File: config.mk
export PLATFORM = sky130hd
export DESIGN_NAME = byte_to_pixel_packer
export DESIGN_NICKNAME = d
export VERILOG_FILES = /design/src/rtl/pix_pkg.sv /design/src/rtl/idle_timer.sv /design/src/rtl/byte_to_pixel_packer.sv
export SDC_FILE = /design/constraint.sdc
export NUM_CORES = 1
export LEC_CHECK = 0
export CORE_MARGIN = 4
export CORE_UTILIZATION = 29
export DETAILED_ROUTE_END_ITERATION = 8
export PLACE_DENSITY = 0.54
export SLEW_MARGIN = 20
export SYNTH_ARGS = -nofsm -noshare
export SYNTH_HDL_FRONTEND = slang
export SYNTH_HIERARCHICAL = 1
export SYNTH_SLANG_ARGS = --single-unit
File: constraint.sdc
create_clock -name sys_clk -period 1.6 [get_ports sys_clk]
set_input_delay 0.48 -clock sys_clk [delete_from_list [all_inputs] [get_ports sys_clk]]
set_output_delay 0.48 -clock sys_clk [all_outputs]
set_load 0.05 [all_outputs]
File: src/rtl/pix_pkg.sv
// Shared constants and helpers for the byte-stream to pixel packing path.
package pix_pkg;

  localparam int unsigned PIX_CHANNELS = 3;
  localparam int unsigned PIX_DATA_W   = 8;

  localparam int unsigned SYS_CLK_HZ      = 100_000_000;
  localparam int unsigned UART_TIMEOUT_US = 2000;
  localparam int unsigned UART_TIMEOUT_CYC = (SYS_CLK_HZ / 1_000_000) * UART_TIMEOUT_US;

  typedef enum logic {
    StIdle,
    StCollect
  } pack_state_e;

  // Width of a counter indexing n items; never below one bit.
  function automatic int unsigned clog2_w(input int unsigned n);
    return (n <= 1) ? 1 : $clog2(n);
  endfunction

endpackage

File: src/rtl/idle_timer.sv
// Silence timer: counts while enabled, restarts on clear, pulses expire on the last count.
module idle_timer #(
  parameter int unsigned TIMEOUT_CYC = 200000,
  parameter int unsigned CNT_W       = 18
) (
  input  logic clk_i,
  input  logic rst_ni,
  input  logic clear_i,
  input  logic enable_i,
  output logic expire_o
);

  localparam int unsigned Last    = (TIMEOUT_CYC == 0) ? 0 : TIMEOUT_CYC - 1;
  localparam logic        Enabled = (TIMEOUT_CYC != 0);

  logic [CNT_W-1:0] timer_q, timer_d;
  logic             at_last;

  assign at_last  = (timer_q == CNT_W'(Last));
  // A clear in the expiry cycle means fresh data arrived, so it suppresses the pulse.
  assign expire_o = Enabled && enable_i && !clear_i && at_last;

  always_comb begin
    timer_d = timer_q;
    if (clear_i || expire_o) begin
      timer_d = '0;
    end else if (enable_i && !at_last) begin
      timer_d = timer_q + CNT_W'(1);
    end
  end

  always_ff @(posedge clk_i or negedge rst_ni) begin
    if (!rst_ni) begin
      timer_q <= '0;
    end else begin
      timer_q <= timer_d;
    end
  end

endmodule

File: src/rtl/byte_to_pixel_packer.sv
// Packs CHANNELS consecutive strobed words into one pixel behind a one-entry valid/ready buffer.
module byte_to_pixel_packer
  import pix_pkg::*;
#(
  parameter int unsigned CHANNELS    = PIX_CHANNELS,
  parameter int unsigned DATA_W      = PIX_DATA_W,
  parameter int unsigned TIMEOUT_CYC = UART_TIMEOUT_CYC,
  parameter int unsigned CNT_W       = 18
) (
  input  logic                       sys_clk,
  input  logic                       sys_rst_n,
  input  logic                       data_in_valid,
  input  logic [DATA_W-1:0]          data_in,
  output logic [CHANNELS*DATA_W-1:0] pix_data,
  output logic                       pix_valid,
  input  logic                       pix_ready,
  output logic                       busy,
  output logic                       timeout_err,
  output logic                       overflow
);

  localparam int unsigned ChW  = clog2_w(CHANNELS);
  localparam int unsigned PixW = CHANNELS * DATA_W;

  pack_state_e     state_q, state_d;
  logic [ChW-1:0]  ch_cnt_q, ch_cnt_d;
  logic [PixW-1:0] acc_q, acc_d;
  logic [PixW-1:0] pix_data_q, pix_data_d;
  logic            pix_valid_q, pix_valid_d;
  logic            timeout_err_q, timeout_err_d;
  logic            overflow_q, overflow_d;
  logic            last_word, drain, expire;

  assign last_word = (ch_cnt_q == ChW'(CHANNELS - 1));
  assign drain     = pix_valid_q && pix_ready;

  idle_timer #(
    .TIMEOUT_CYC(TIMEOUT_CYC),
    .CNT_W      (CNT_W)
  ) u_idle_timer (
    .clk_i   (sys_clk),
    .rst_ni  (sys_rst_n),
    .clear_i (data_in_valid),
    .enable_i(state_q == StCollect),
    .expire_o(expire)
  );

  always_comb begin
    state_d       = state_q;
    ch_cnt_d      = ch_cnt_q;
    acc_d         = acc_q;
    pix_data_d    = pix_data_q;
    pix_valid_d   = pix_valid_q;
    timeout_err_d = 1'b0;
    overflow_d    = 1'b0;

    if (drain) begin
      pix_valid_d = 1'b0;
    end

    if (data_in_valid) begin
      // First word lands in the MSB field.
      acc_d[PixW - 1 - int'(ch_cnt_q) * DATA_W -: DATA_W] = data_in;
      if (last_word) begin
        ch_cnt_d = '0;
        state_d  = StIdle;
        if (!pix_valid_q || drain) begin
          pix_data_d  = acc_d;
          pix_valid_d = 1'b1;
        end else begin
          overflow_d = 1'b1;
        end
      end else begin
        ch_cnt_d = ch_cnt_q + ChW'(1);
        state_d  = StCollect;
      end
    end else if (expire) begin
      ch_cnt_d      = '0;
      state_d       = StIdle;
      timeout_err_d = 1'b1;
    end
  end

  always_ff @(posedge sys_clk or negedge sys_rst_n) begin
    if (!sys_rst_n) begin
      state_q       <= StIdle;
      ch_cnt_q      <= '0;
      acc_q         <= '0;
      pix_data_q    <= '0;
      pix_valid_q   <= 1'b0;
      timeout_err_q <= 1'b0;
      overflow_q    <= 1'b0;
    end else begin
      state_q       <= state_d;
      ch_cnt_q      <= ch_cnt_d;
      acc_q         <= acc_d;
      pix_data_q    <= pix_data_d;
      pix_valid_q   <= pix_valid_d;
      timeout_err_q <= timeout_err_d;
      overflow_q    <= overflow_d;
    end
  end

  assign pix_data    = pix_data_q;
  assign pix_valid   = pix_valid_q;
  assign busy        = (ch_cnt_q != '0);
  assign timeout_err = timeout_err_q;
  assign overflow    = overflow_q;

endmodule

==> flow_metrics.tcl, run 1 <==
# metrics dict for downstream scripts
set metrics [dict create \
    final_number_of_setup_violating_endpoints 20 \
    proportion_of_cell_area_occupied_by_registers_pct 33.0 \
    rsz0062_at_grt "true" \
    floorplan_utilization_pct 29.6 \
    timing.hold.worst.class "primary input to asynchronous set/reset pin" \
    antenna-diode-count 0 \
    post_route_cells_drive_above_1_share_pct 46.6 \
    xor_area_share_pct 2.96 \
    cts_hold_buffers 0 \
    final_core_utilization_pct 45.5 \
    layout_top_cell_excl_fill_tap "sky130_fd_sc_hd__dfrtp_1" \
    met3_usage_pct 3.54 \
    tap-cell-count 147 \
    cellInternalPower_mw 6.20 \
    floorplan.core_area_mm2 0.0120 \
    timing.final.hold_violations 0 \
    required_ps 1820 \
    ys_sh_simple_pct 16.7 \
    postSynth.asyncResetShare_pct 100 \
    cts_setup_buffers 8 \
    met2RoutedLength_mm 4.66 \
    synthFlopType "sky130_fd_sc_hd__dfrtp_1" \
    slew_violations 0 \
    worst_ep_arrival_time_ps 1910 \
    yosys-top-cells-area "sky130_fd_sc_hd__dfrtp_1, sky130_fd_sc_hd__a21oi_2, sky130_fd_sc_hd__a22o_1" \
    tritoncts.num_buffers 9 \
    multiInputGateArea_mm2 0.00186 \
    first_global_vias 3075 \
    sinks_on_clock_net 72 \
    dp.cells 547 \
    most_frequent_logic_cells_in_the_routed_design "sky130_fd_sc_hd__dfrtp_1, sky130_fd_sc_hd__buf_4, sky130_fd_sc_hd__a21oi_2, sky130_fd_sc_hd__buf_12, sky130_fd_sc_hd__a21oi_1" \
    drc 0 \
    power.share.sequential_pct 29.0 \
    post_synth_instance_area_mm2 0.00355 \
    outcome "complete, but fails checks" \
    layout.cell_area.non_filler_mm2 0.00546 \
    cts.repair.resized 28 \
    dieHeight_um 119 \
    routed_wire_length_per_instance_um 16.1 \
    power_density_mw_per_mm2 1860 \
    area_dominant_class "logic gates" \
    seq_pwr_mw 2.95 \
    gr-total-overflow 0 \
    final.setup.tns_ps -1240 \
    fmax_mhz 591 \
    power_drawn_by_the_combinational_cells_mw 5.19 \
    busiest_layer "met2" \
    switching_share_pct 39.0 \
    slew_headroom_pct 71.2 \
    flop-count 72 \
    area_delta_synth_final_pct 53.6 \
    antenna_violations_before_repair 0 \
    synthMostInstantiatedCell "sky130_fd_sc_hd__dfrtp_1" \
    syn_area_per_cell_um2 11.0 \
    totalPowerFinal_mw 10.2 \
    drtAntennaViolNets 0 \
    dieWidth_um 119 \
    floorplan.rows 40 \
    largest_area_cell "sky130_fd_sc_hd__dfrtp_1" \
    timing.clock.skew_ps 8.01 \
    maxCapViolCount 0 \
    crit_type "flip-flop to flip-flop" \
    timing_worst_slew_pin_value_ps 428 \
    power.share.clock_pct 19.9 \
    fa_ha_area_share_pct 2.11 \
    ys_cells 323 \
    setup_ws_ps -91.3 \
    synth.cellmix.compoundShare_pct 22.6 \
    final.clkbuf_count 9 \
    violations "negative setup slack" \
    detailed_place_hpwl_mm 6.36 \
    multi_input_comb_cells 225 \
    htree_num_levels 3 \
    gr-usage-all-layers_pct 13.8 \
]
[run 1: worst paths after layout]
kind | from | to | slack (ps) | cells past startpoint
setup / recovery | u_idle_timer/timer_q[6] | u_idle_timer/timer_q[7] | -90 | 4
hold / removal | sys_rst_n | pix_data[18] | 170 | 2
min in group sys_clk | acc_q[8] | acc_q[8] | 500 | 1
max in group asynchronous | sys_rst_n | ch_cnt_q[1] | 1110 | 2
setup reg to reg | u_idle_timer/timer_q[6] | u_idle_timer/timer_q[7] | -90 | 4
hold reg to reg | acc_q[8] | acc_q[8] | 500 | 1
[run 1: worst max-delay path: stages (launching register included)]
cell	delay, ps
sky130_fd_sc_hd__dfrtp_1	380
sky130_fd_sc_hd__or4b_4	580
sky130_fd_sc_hd__o41ai_4	350
sky130_fd_sc_hd__buf_4	230
sky130_fd_sc_hd__nor2_1	50
### Met1 routing, run 1

Bar = 20 um. Supply wires on this layer in gray. Cells faint in the background.
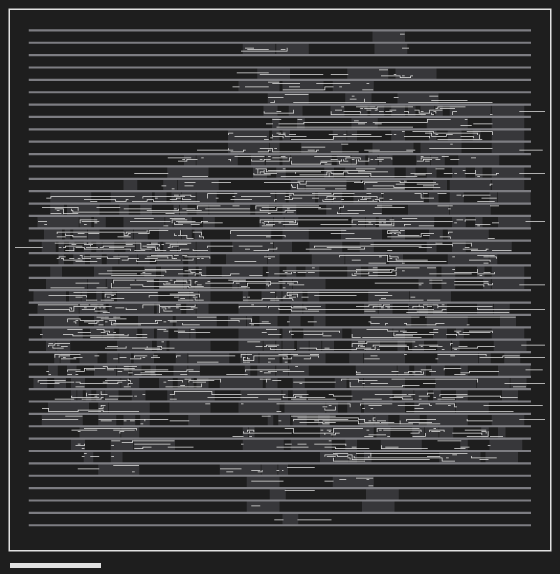
399 nets have wire on it. The layer carries 4,070 um of wire. The longest straight run is 46.7 um. The layer holds 44% of the routed length. The wires run mostly horizontal.
via count: 2,881
met1 global-route usage: 17.1%

### Signal wires on met2, run 1

Bar = 20 um. Cells faint in the background.
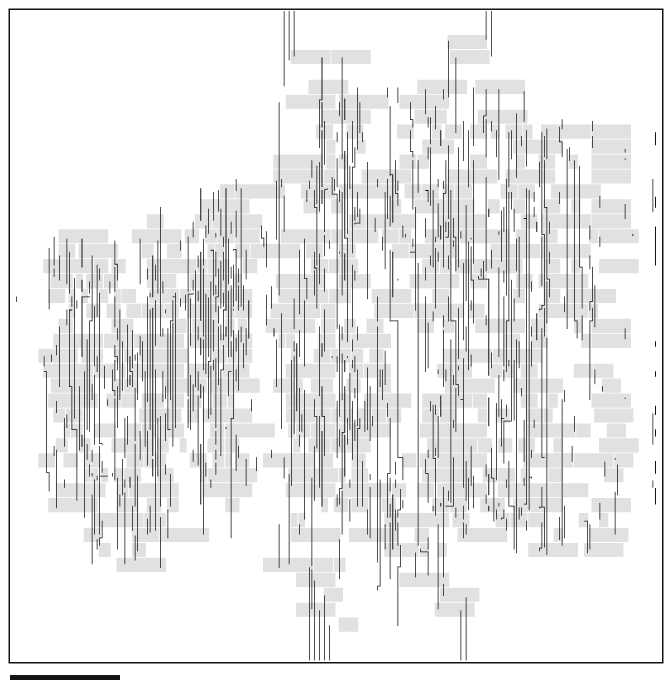
The layer carries 4,660 um of wire. 383 nets have wire on it.
routing usage on met2: 23.1%
final wirelength: 9.23 mm

### Layout detail, run 1

Bar = 10 um. Window x 39 to 79, y 16 to 56 um. Cells in gray, sequential cells in the stronger gray; small squares are vias.
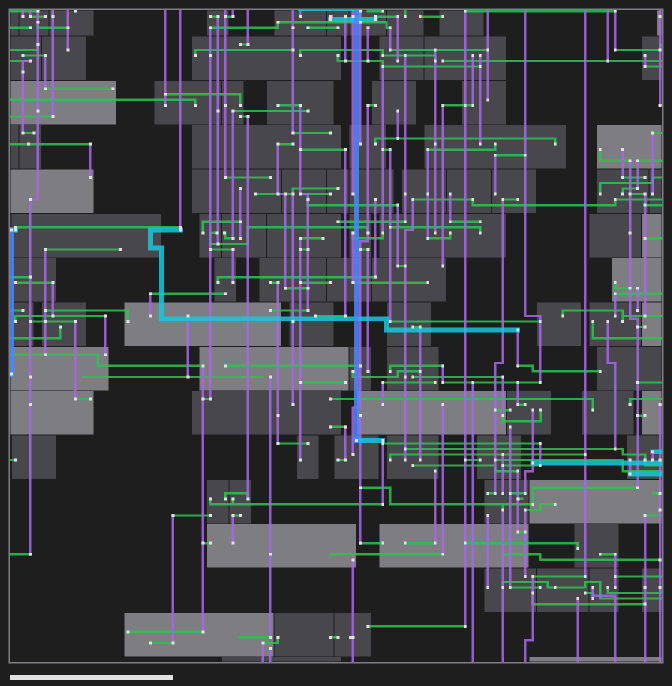
Key: cyan = metal 3; blue = metal 4; purple = metal 2; green = metal 1
Sequential cells in the window: 11. 80 logic cells have their middle in the window. Most frequent: buf_4 (21), dfrtp_1 (10), nand2_1 (8). Netlist names of flops here include u_idle_timer/timer_q (4), acc_q (2), ch_cnt_q (2).

==> run 2: changes to the inputs <==
--- a/config.mk
+++ b/config.mk
@@ -5,8 +5,10 @@
 export SDC_FILE = /design/constraint.sdc
 export NUM_CORES = 1
 export LEC_CHECK = 0
+export ABC_AREA = 1
 export CORE_MARGIN = 4
 export CORE_UTILIZATION = 29
+export CTS_CLUSTER_SIZE = 16
 export DETAILED_ROUTE_END_ITERATION = 8
 export PLACE_DENSITY = 0.54
 export SLEW_MARGIN = 20
### Layout detail, run 2

Bar = 10 um. Window x 40 to 80, y 16 to 56 um. Cells in gray, sequential cells in the stronger gray; small squares are vias.
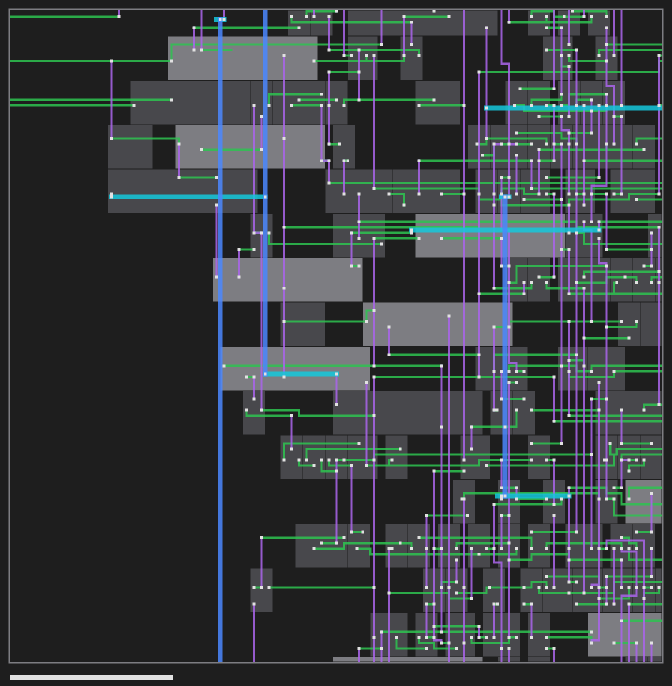
Key: blue = metal 4; cyan = metal 3; purple = metal 2; green = metal 1
Sequential cells in the window: 6. Netlist names of flops here include u_idle_timer/timer_q (6). 101 logic cells have their middle in the window. Most frequent: nand2_1 (27), nor2_1 (20), inv_1 (12).

### Track usage over the die, run 2

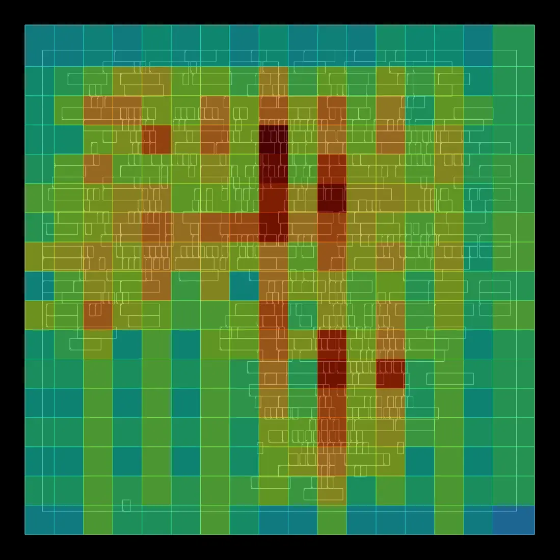
routing usage on met2: 19.8%
global route hottest layer: met2

### Met1 routing, run 2

Bar = 20 um. Supply wires on this layer in gray. Cells faint in the background.
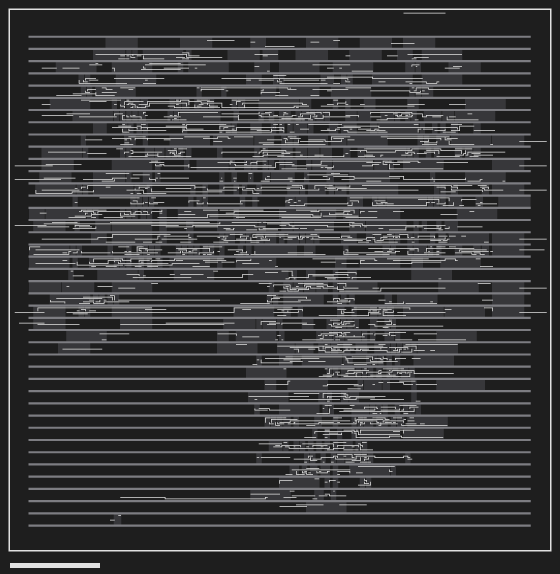
via count: 3,171
final wirelength: 9.10 mm
met1 global-route usage: 18.7%

==> run 2 against run 1 <==
The run still ends with negative setup slack left. Clock power up 5%. Power is 4.3% lower. Combinational power down 11%. Non-clock buffer count shrank 40. Sequential cell count is the same. Area after synthesis increased by 2.7%. Final cell count up 26%. Wire length decreased by 1.5%. Largest power group unchanged.
==> flow_metrics.tcl, run 2 <==
# metrics dict for downstream scripts
set metrics [dict create \
    fa_ha_area_share_pct 2.06 \
    proportion_of_cell_area_occupied_by_registers_pct 35.2 \
    final.clkbuf_count 10 \
    power_density_mw_per_mm2 1900 \
    cts_setup_buffers 5 \
    timing_worst_slew_pin_value_ps 422 \
    synthFlopType "sky130_fd_sc_hd__dfrtp_1" \
    required_ps 1120 \
    multi_input_comb_cells 355 \
    cts_hold_buffers 0 \
    final_number_of_setup_violating_endpoints 1 \
    drtAntennaViolNets 0 \
    post_route_cells_drive_above_1_share_pct 21.7 \
    placement.cell_area_mm2 0.00468 \
    synth.cellmix.compoundShare_pct 4.53 \
    cts_root_buffer "sky130_fd_sc_hd__clkbuf_16" \
    antenna_violations_before_repair 0 \
    floorplan.core_area_mm2 0.0122 \
    crit_path_start "ch_cnt_q[0]" \
    met3_usage_pct 3.51 \
    vdd_drop_max_v 0.00118 \
    postSynth.asyncResetShare_pct 100 \
    layout_top_cell_excl_fill_tap "sky130_fd_sc_hd__nand2_1" \
    worst_stage_delay_on_the_critical_path_ps 410 \
    maxCapViolCount 0 \
    timing.final.hold_violations 0 \
    area_dominant_class "sequential cells" \
    tap-cell-count 168 \
    outcome "complete, but fails checks" \
    setup_ws_ps -53.3 \
    cts.repair.resized 7 \
    yosysSeqAreaShare_pct 49.4 \
    dieHeight_um 120 \
    gr-total-overflow 0 \
    floorplan_utilization_pct 30.0 \
    dp.cells 702 \
    worstPathCellList "inv_2, ha_4, clkinv_4, buf_12" \
    xor_area_share_pct 0.960 \
    r2r-end "pix_data[8]" \
    timing.hold.worst.class "primary input to asynchronous set/reset pin" \
    ys_sh_simple_pct 36.2 \
    drc 0 \
    synthMostInstantiatedCell "sky130_fd_sc_hd__nand2_1" \
    post_synth_instance_area_mm2 0.00365 \
    crit_type "flip-flop to primary output" \
    worst-r2r-setup-slack_ps 40 \
    holdWs_ps 85.5 \
    floorplan.rows 40 \
    ys_cells 482 \
    slew_violations 0 \
    htree_num_levels 3 \
    fmax_mhz 605 \
    synth_cells 482 \
    multiInputGateArea_mm2 0.00169 \
    routed_wire_length_per_instance_um 12.6 \
    detailed_place_hpwl_mm 6.81 \
    top_cell_area_share_pct 49.4 \
    layout.cell_area.non_filler_mm2 0.00512 \
    syn_area_per_cell_um2 7.57 \
    totalPowerFinal_mw 9.73 \
    tritoncts.num_buffers 9 \
    cp.depth 4 \
    largest_area_cell "sky130_fd_sc_hd__dfrtp_1" \
    final.setup.tns_ps -53.3 \
    antenna-diode-count 0 \
    timing.reg2reg.worst_path_depth 6 \
    rsz0062_at_grt "true" \
    critPathTopFamily "flip-flops" \
    worst_ep_arrival_time_ps 1170 \
    yosys-top-cells-area "sky130_fd_sc_hd__dfrtp_1, sky130_fd_sc_hd__nand2_1, sky130_fd_sc_hd__nor2_1" \
    worst_setup_path_endpoint "busy" \
    signal_buffer_area_fraction_pct 18.0 \
    place_congestion 0.874 \
    slew_headroom_pct 71.9 \
    sinks_on_clock_net 72 \
    cpMaxStageDelayCell "sky130_fd_sc_hd__dfrtp_2" \
    violations "negative setup slack" \
    gr-usage-all-layers_pct 13.4 \
    first_global_vias 3187 \
    timing.clock.skew_ps 9.09 \
    final_core_utilization_pct 42.1 \
    dieWidth_um 120 \
    area_delta_synth_final_pct 40.4 \
    met2RoutedLength_mm 3.97 \
    crit_buf_inv 3 \
    wl_met1_mm 4.53 \
    flop-count 72 \
    critical_path.reg2reg.startpoint "ch_cnt_q[0]" \
    most_frequent_logic_cells_in_the_routed_design "sky130_fd_sc_hd__nand2_1, sky130_fd_sc_hd__nor2_1, sky130_fd_sc_hd__dfrtp_1, sky130_fd_sc_hd__inv_1, sky130_fd_sc_hd__buf_12" \
]
run 2: netlist changes by cell type after synthesis, moves of 6 or more:
cell	before	now
sky130_fd_sc_hd__a22oi_1	8	0
sky130_fd_sc_hd__nand2_1	17	168
sky130_fd_sc_hd__nand3_1	4	34
sky130_fd_sc_hd__nor2b_1	18	0
sky130_fd_sc_hd__a21oi_1	39	22
sky130_fd_sc_hd__xnor2_1	8	1
sky130_fd_sc_hd__nor2_1	19	81
sky130_fd_sc_hd__o21ai_0	5	11
sky130_fd_sc_hd__a22o_1	24	0
sky130_fd_sc_hd__a21oi_2	28	0
sky130_fd_sc_hd__inv_1	6	40
run 2: power by group:
group	switching, mW	internal [mW]	total, mW
Combinational	2.57	2.07	4.64
Clock	0.760	1.36	2.12
Sequential	0.541	2.44	2.98
Power is estimated from default activity; no workload was simulated.
